Fig. 1: run 1, routing congestion
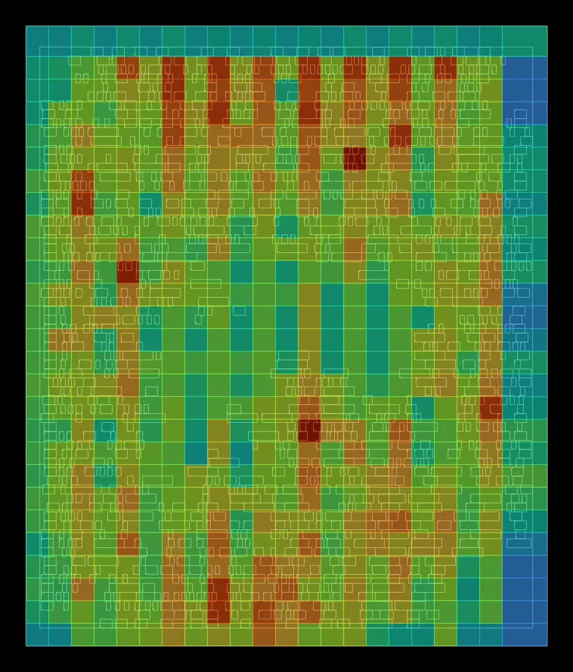
Fig. 2: run 1, sequential cells colored by netlist name
(2 px per um) Other sequential cells in the stronger gray, the rest of the logic in the fainter gray.
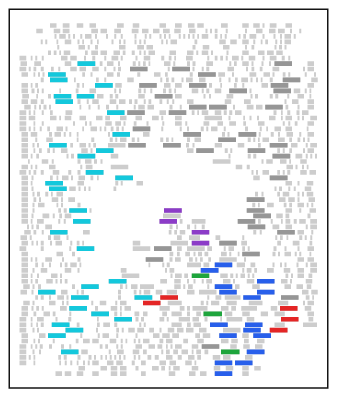
Fig. 3: run 1, cells colored by class
(2 px per um) Fill, decap, tap and diode cells in gray.
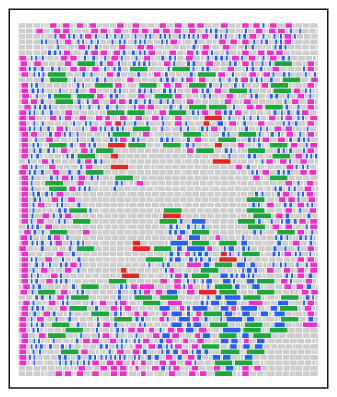
<file path="src/rtl/wb_committer_n.sv">
// wb_committer_n: retires execution-unit results strictly in dispatch order.
// An order FIFO records which unit each dispatched instruction went to. The
// head entry picks the one unit whose writeback is accepted. Accepted results
// go to the regfile one cycle later. A redirecting result parks the block in
// REDIRECT until pcgen takes the new PC, and that handshake flushes the FIFO.
module wb_committer_n #(
  parameter  int NUM_UNITS   = 4,
  parameter  int XLEN        = 32,
  parameter  int ORDER_DEPTH = 8,
  parameter  int RA_WIDTH    = 5,
  localparam int UID_WIDTH   = $clog2(NUM_UNITS)
) (
  input  logic                          clk,
  input  logic                          rst,
  input  logic                          ord_tvalid,
  output logic                          ord_tready,
  input  logic [UID_WIDTH-1:0]          ord_tdata,
  input  logic [NUM_UNITS-1:0]          unit_tvalid,
  output logic [NUM_UNITS-1:0]          unit_tready,
  input  logic [NUM_UNITS*RA_WIDTH-1:0] unit_rd,
  input  logic [NUM_UNITS*XLEN-1:0]     unit_wdata,
  input  logic [NUM_UNITS-1:0]          unit_redirect,
  input  logic [NUM_UNITS*XLEN-1:0]     unit_target,
  output logic                          wbrf_valid,
  output logic [RA_WIDTH-1:0]           wbrf_rd,
  output logic [XLEN-1:0]               wbrf_wdata,
  output logic                          wbpcg_tvalid,
  input  logic                          wbpcg_tready,
  output logic [XLEN-1:0]               wbpcg_tdata,
  output logic                          invalidate,
  output logic                          retire
);

  localparam int PTR_WIDTH = $clog2(ORDER_DEPTH);
  localparam int CNT_WIDTH = PTR_WIDTH + 1;
  localparam logic [CNT_WIDTH-1:0] FULL_COUNT = CNT_WIDTH'(ORDER_DEPTH);

  typedef enum logic [0:0] {
    IDLE     = 1'b0,
    REDIRECT = 1'b1
  } state_t;

  state_t r_state;
  state_t w_stateNext;

  logic [UID_WIDTH-1:0] r_order [ORDER_DEPTH];
  logic [PTR_WIDTH-1:0] r_rdPtr;
  logic [PTR_WIDTH-1:0] r_wrPtr;
  logic [CNT_WIDTH-1:0] r_count;
  logic                 r_live;

  logic                 r_wbValid;
  logic                 r_retire;
  logic [RA_WIDTH-1:0]  r_wbRd;
  logic [XLEN-1:0]      r_wbData;
  logic [XLEN-1:0]      r_target;

  logic [UID_WIDTH-1:0] w_head;
  logic                 w_headValid;
  logic                 w_headRedirect;
  logic [RA_WIDTH-1:0]  w_headRd;
  logic [XLEN-1:0]      w_headData;
  logic [XLEN-1:0]      w_headTarget;
  logic                 w_canCommit;
  logic                 w_commit;
  logic                 w_push;
  logic                 w_flush;

  // r_live keeps ord_tready low while reset is held and for the first edge after it.
  assign w_head       = r_order[r_rdPtr];
  assign w_canCommit  = (r_state == IDLE) && (r_count != '0);
  assign w_commit     = w_canCommit && w_headValid;
  assign ord_tready   = r_live && (r_count != FULL_COUNT) && (r_state == IDLE);
  assign w_push       = ord_tvalid && ord_tready;
  assign wbpcg_tvalid = (r_state == REDIRECT);
  assign w_flush      = wbpcg_tvalid && wbpcg_tready;
  assign invalidate   = w_flush;

  assign wbrf_valid  = r_wbValid;
  assign wbrf_rd     = r_wbRd;
  assign wbrf_wdata  = r_wbData;
  assign wbpcg_tdata = r_target;
  assign retire      = r_retire;

  // Select the head unit's result fields and grant tready only to that unit.
  always_comb begin
    w_headValid    = 1'b0;
    w_headRedirect = 1'b0;
    w_headRd       = '0;
    w_headData     = '0;
    w_headTarget   = '0;
    unit_tready    = '0;
    for (int u = 0; u < NUM_UNITS; u++) begin
      if (w_head == UID_WIDTH'(u)) begin
        w_headValid    = unit_tvalid[u];
        w_headRedirect = unit_redirect[u];
        w_headRd       = unit_rd[u*RA_WIDTH +: RA_WIDTH];
        w_headData     = unit_wdata[u*XLEN +: XLEN];
        w_headTarget   = unit_target[u*XLEN +: XLEN];
        unit_tready[u] = w_canCommit;
      end
    end
  end

  // State register; reset drops any pending redirect without an invalidate.
  always_ff @(posedge clk or posedge rst) begin
    if (rst) begin
      r_state <= IDLE;
    end else begin
      r_state <= w_stateNext;
    end
  end

  // Next-state logic: a redirecting commit parks here until pcgen accepts.
  always_comb begin
    w_stateNext = r_state;
    case (r_state)
      IDLE:     if (w_commit && w_headRedirect) w_stateNext = REDIRECT;
      REDIRECT: if (wbpcg_tready)               w_stateNext = IDLE;
      default:  w_stateNext = IDLE;
    endcase
  end

  // Order FIFO: the flush wins over everything else in its cycle.
  always_ff @(posedge clk or posedge rst) begin
    if (rst) begin
      for (int i = 0; i < ORDER_DEPTH; i++) r_order[i] <= '0;
      r_rdPtr <= '0;
      r_wrPtr <= '0;
      r_count <= '0;
    end else if (w_flush) begin
      r_rdPtr <= '0;
      r_wrPtr <= '0;
      r_count <= '0;
    end else begin
      if (w_push) begin
        r_order[r_wrPtr] <= ord_tdata;
        r_wrPtr          <= r_wrPtr + 1'b1;
      end
      if (w_commit) r_rdPtr <= r_rdPtr + 1'b1;
      if (w_push && !w_commit) begin
        r_count <= r_count + 1'b1;
      end else if (!w_push && w_commit) begin
        r_count <= r_count - 1'b1;
      end
    end
  end

  // Registered writeback, retire pulse and redirect target.
  always_ff @(posedge clk or posedge rst) begin
    if (rst) begin
      r_wbValid <= 1'b0;
      r_retire  <= 1'b0;
      r_wbRd    <= '0;
      r_wbData  <= '0;
      r_target  <= '0;
    end else begin
      r_wbValid <= w_commit && (w_headRd != '0);
      r_retire  <= w_commit;
      if (w_commit) begin
        r_wbRd   <= w_headRd;
        r_wbData <= w_headData;
      end
      if (w_commit && w_headRedirect) r_target <= w_headTarget;
    end
  end

  // Marks the first clock edge after reset release.
  always_ff @(posedge clk or posedge rst) begin
    if (rst) begin
      r_live <= 1'b0;
    end else begin
      r_live <= 1'b1;
    end
  end

  // The dispatcher must never name a unit that does not exist.
  always_ff @(posedge clk) begin
    if (!rst && w_push) begin
      assert ({1'b0, ord_tdata} < (UID_WIDTH + 1)'(NUM_UNITS));
    end
  end

endmodule

</file>
<file path="config.mk">
export PLATFORM = sky130hd
export DESIGN_NAME = wb_committer_n
export DESIGN_NICKNAME = d
export VERILOG_FILES = /design/src/rtl/wb_committer_n.sv
export SDC_FILE = /design/constraint.sdc
export NUM_CORES = 1
export LEC_CHECK = 0
export CAP_MARGIN = 20
export CELL_PAD_IN_SITES_DETAIL_PLACEMENT = 1
export CELL_PAD_IN_SITES_GLOBAL_PLACEMENT = 1
export CORE_ASPECT_RATIO = 1.2
export CORE_MARGIN = 4
export CORE_UTILIZATION = 23
export DETAILED_ROUTE_END_ITERATION = 12
export PLACE_DENSITY_LB_ADDON = 0.25
export SLEW_MARGIN = 20
export SYNTH_ARGS = -nofsm -noshare
export SYNTH_HDL_FRONTEND = slang
export SYNTH_SLANG_ARGS = --single-unit
</file>
<file path="constraint.sdc">
create_clock -name clk -period 3.1 [get_ports clk]
set_clock_uncertainty 0.15 [all_clocks]
set_input_delay 0.62 -clock clk [delete_from_list [all_inputs] [get_ports clk]]
set_output_delay 0.62 -clock clk [all_outputs]
set_load 0.02 [all_outputs]
</file>
==> metrics.csv <==
stage,metric,value,unit
cells_and_area,most-common-layout-cells,"clkdlybuf4s50_1, nand2_1, nor2_1, o21ai_0, dfrtp_1",
synthesis,largest_area_cell,dfrtp_1,
hold_path,hold_class,flip-flop to flip-flop,
timing,fmax,319.2,MHz
clocking,clkLatencyLatePin,0.35,ns
synthesis,syn_inst,880,
worst_setup_path,startpoint_type,flip-flop,
detailed_routing,dr.pass1.iters,5,
timing,slew_viol_final,0,
detailed_routing,antenna_left,0,
synthesis,numSynthFlops,99,
clocking,cts-root-buf,clkbuf_16,
global_routing,overflow,0,
synthesis,top_logic_kind,simple AND/OR/NAND/NOR gates,
detailed_routing,routed_wl,26.46,mm
power,p_sw,6.453,mW
cells_and_area,final_nets,1514,
cells_and_area,area_growth,70.41,%
detailed_routing,drc_errors,0,
power,p_leak,4.553,nW
placement,dp_hpwl,20.37,mm
timing,whs,0.3284,ns
power,p_int,6.176,mW
clocking,htree_levels,3,
synthesis,top_area_share,39.61,%
global_routing,grt_max_degree,100,
run_status,violations,setup timing,
worst_setup_path,arrival,2.36,ns
synthesis,ys_sh_simple,32.65,%
synthesis,yosys-stat-area,0.006255,mm2
placement,routabilityCongestion,0.7829,
synthesis,async_reset_ff_share,100.0,%
worst_setup_path,crit_family,multiplexers,
power,pwr-share-seq,18.7,%
timing,worst_slew_pin_slew,0.6806,ns
synthesis,ys_sh_aoi,13.16,%
clocking,postCtsSetupBuffers,2,
synthesis,ys_cells,880,
floorplan,fp.dieArea,0.02991,mm2
worst_setup_path,crit_type,flip-flop to primary output,
worst_setup_path,worstSetupPathDepth,6,
run_status,outcome,finished with violations,
job,tool_warnings,29,
power,vdd_drop_max,784.9,uV
global_routing,antenna_found_initial,0,
detailed_routing,wire_per_inst,16.97,um
timing,grt_setup_unrepaired,yes,
synthesis,ys_seq_share,39.61,%
cells_and_area,drive_gt1_share,7.516,%
worst_setup_path,endpoint_kind,primary output,
power,p_sw_share,51.10,%
timing,min_period,3.133,ns
synthesis,edf_count,0,
clocking,cts_tree,yes,
cells_and_area,logic_area,0.003520,mm2
worst_setup_path,rr_worst_depth,11,
worst_setup_path,r2r_start,r_rdPtr[0],
synthesis,netlist_area,0.006255,mm2
power,p_clk_share,9.0,%
clocking,ctsResizeCount,21,
timing,period_used_share,101.1,%
power,p_comb_share,72.3,%
hold_path,holdPathStages,2,
worst_setup_path,cp_max_fo,5,
worst_setup_path,critPathRequiredTime,2.33,ns
power,total_power,12.63,mW
synthesis,ys_sh_mux,6.981,%
global_routing,grt_util_all_layers,16.87,%
synthesis,flop_cell,dfrtp_1,
clocking,clkTransAtPathRegs,0.08,ns
worst_setup_path,critPathSlowestCell,mux4_4,
synthesis,syn-num-nets,1175,
synthesis,synth.area.top_cells,"dfrtp_1, nand2_1, nor2_1",
placement,pre_cts_ws,-0.08443,ns
clocking,clock-sinks,99,
floorplan,die_w,158.5,um
synthesis,yosys_warnings,0,
synthesis,syn_avg_cell_area,7.108,um2
floorplan,fp_util,23.59,%
global_routing,grt_pass1_wl,39.65,mm
worst_setup_path,crit_start,r_rdPtr[0],
worst_setup_path,cp_cell_sequence,"mux2i_1, mux4_4, buf_4, or3_4, nor2_2, buf_4",
synthesis,synth_cell_types,39,
detailed_routing,routed_via_density,4.506,
timing,slew_headroom,54.63,%
power,power_density,1185,mW/mm2
synthesis,synth-xor-area-share,0.9602,%
cells_and_area,lay_top_count,clkdlybuf4s50_1,
cells_and_area,num-fill-cells,3223,
worst_setup_path,crit_top_cell,buf_4,
clocking,cts_made_buffers,9,
cells_and_area,diodes,0,
floorplan,ios,368,
detailed_routing,drt_iter0_markers,227,
timing,final-setup-viol-count,3,
placement,io_buffers,367,
hold_path,hold_start,wbrf_wdata[0],
worst_setup_path,path_buffers,2,
job,max-cap-violations,0,
clocking,clockBufferDepth,2,
timing,setup_ws,-0.03321,ns
timing,hold_viol_final,0,
clocking,cts_hold_buf,0,
synthesis,synthAdderAreaFrac,1.120,%
worst_setup_path,crit_path_max_incr_delay,0.67,ns
global_routing,grt_pass1_vias,7206,
detailed_routing,num_vias,7025,
floorplan,die_h,188.6,um
Back to the opening pictures, Fig. 1:
met3 Use GR: 4.595%
gr busiest metal: met2
GR Util met2: 31.30%
final core occ: 40.20%
grt met1 use: 19.05%

Back to the opening pictures, Fig. 2:
- r_order: blue (placed flops 16)
- wbrf_wdata: cyan (placed flops 32; where a column on the left)
- r_rdPtr: green (placed flops 3)
- r_count: purple (placed flops 4; where center)
- wbrf_rd: red (placed flops 5; where lower right)
- not colored: 39
Reg area: 0.002480 mm2
sequential power: 2.36 mW
Seq area share: 23.27%

Back to the opening pictures, Fig. 3:
- flip-flops: green (cells 99; share of their area 24%)
- all other logic: blue (cells 717; share of their area 35%)
- other buffers and delay cells: magenta (cells 392; share of their area 38%)
- clock drivers and dummy loads: red (cells 16; share of their area 2.9%)
Cell Rows: 65
core footprint: 0.02651 mm2

[run 1: final timing paths]
kind	to	slack, ns
min	wbrf_wdata[0]	0.33
max in group asynchronous	wbpcg_tdata[15]	1.69
min in group asynchronous	wbrf_rd[1]	0.57
min reg2reg	wbrf_wdata[0]	0.33
max	unit_tready[3]	-0.03
max reg2reg	r_count[3]	-0.03
[run 1: layout make-up]
cell class | count | share of cell area [%]
clock buffers | 9 | 2.113
repair buffers | 392 | 36.74
well taps | 335 | 3.932
inverters | 7 | 0.2817
flip-flops and latches | 99 | 23.27
clock inverters | 7 | 0.6456
multi-input cells | 710 | 33.02
[run 1: power groups by stage]
stage / combinational [mW] / sequential, mW / clock [mW]
2_1_floorplan: 5.38 / 2.86 / 0
3_3_place_gp: 9.07 / 2.36 / 0
3_5_place_dp: 9.23 / 2.37 / 0
4_1_cts: 9.27 / 2.37 / 1.20
5_1_grt: 10.3 / 2.46 / 1.24
6_report: 9.13 / 2.36 / 1.14
[run 1: through the flow]
stage                     cells  TNS (ns)  cell area, um2  utilization (%)
after floorplan             880   -0.2524            6262                -
after global placement     1540  -0.03942           10290            38.82
after detailed placement   1540   -0.1697           10290            38.82
after CTS                  1558  -0.04842           10610            40.00
after global routing       1559   -0.4316           10660            40.20
final                      1559  -0.08843           10660            40.20
[run 1: synth_stat cells, types with 6 or more instances]
cell,number
nor2_1,205
a31oi_1,7
clkbuf_1,41
buf_6,8
o21ai_1,24
buf_2,6
a21oi_1,6
buf_1,7
dfrtp_1,99
mux2_2,18
nor3_1,6
o21ai_0,109
and2_1,6
nand3_1,67
nand2_1,217
mux2_4,7
[run 1: metal layers]
layer	vias up	GRT usage, %	part of all wire [%]
li1	3556	-	-
met5	-	0	0
met3	15	4.595	6.8
met4	0	3.446	1.1
met1	3251	19.05	40
met2	203	31.30	53
No activity file was given, so power comes from the tool's default toggle rates.
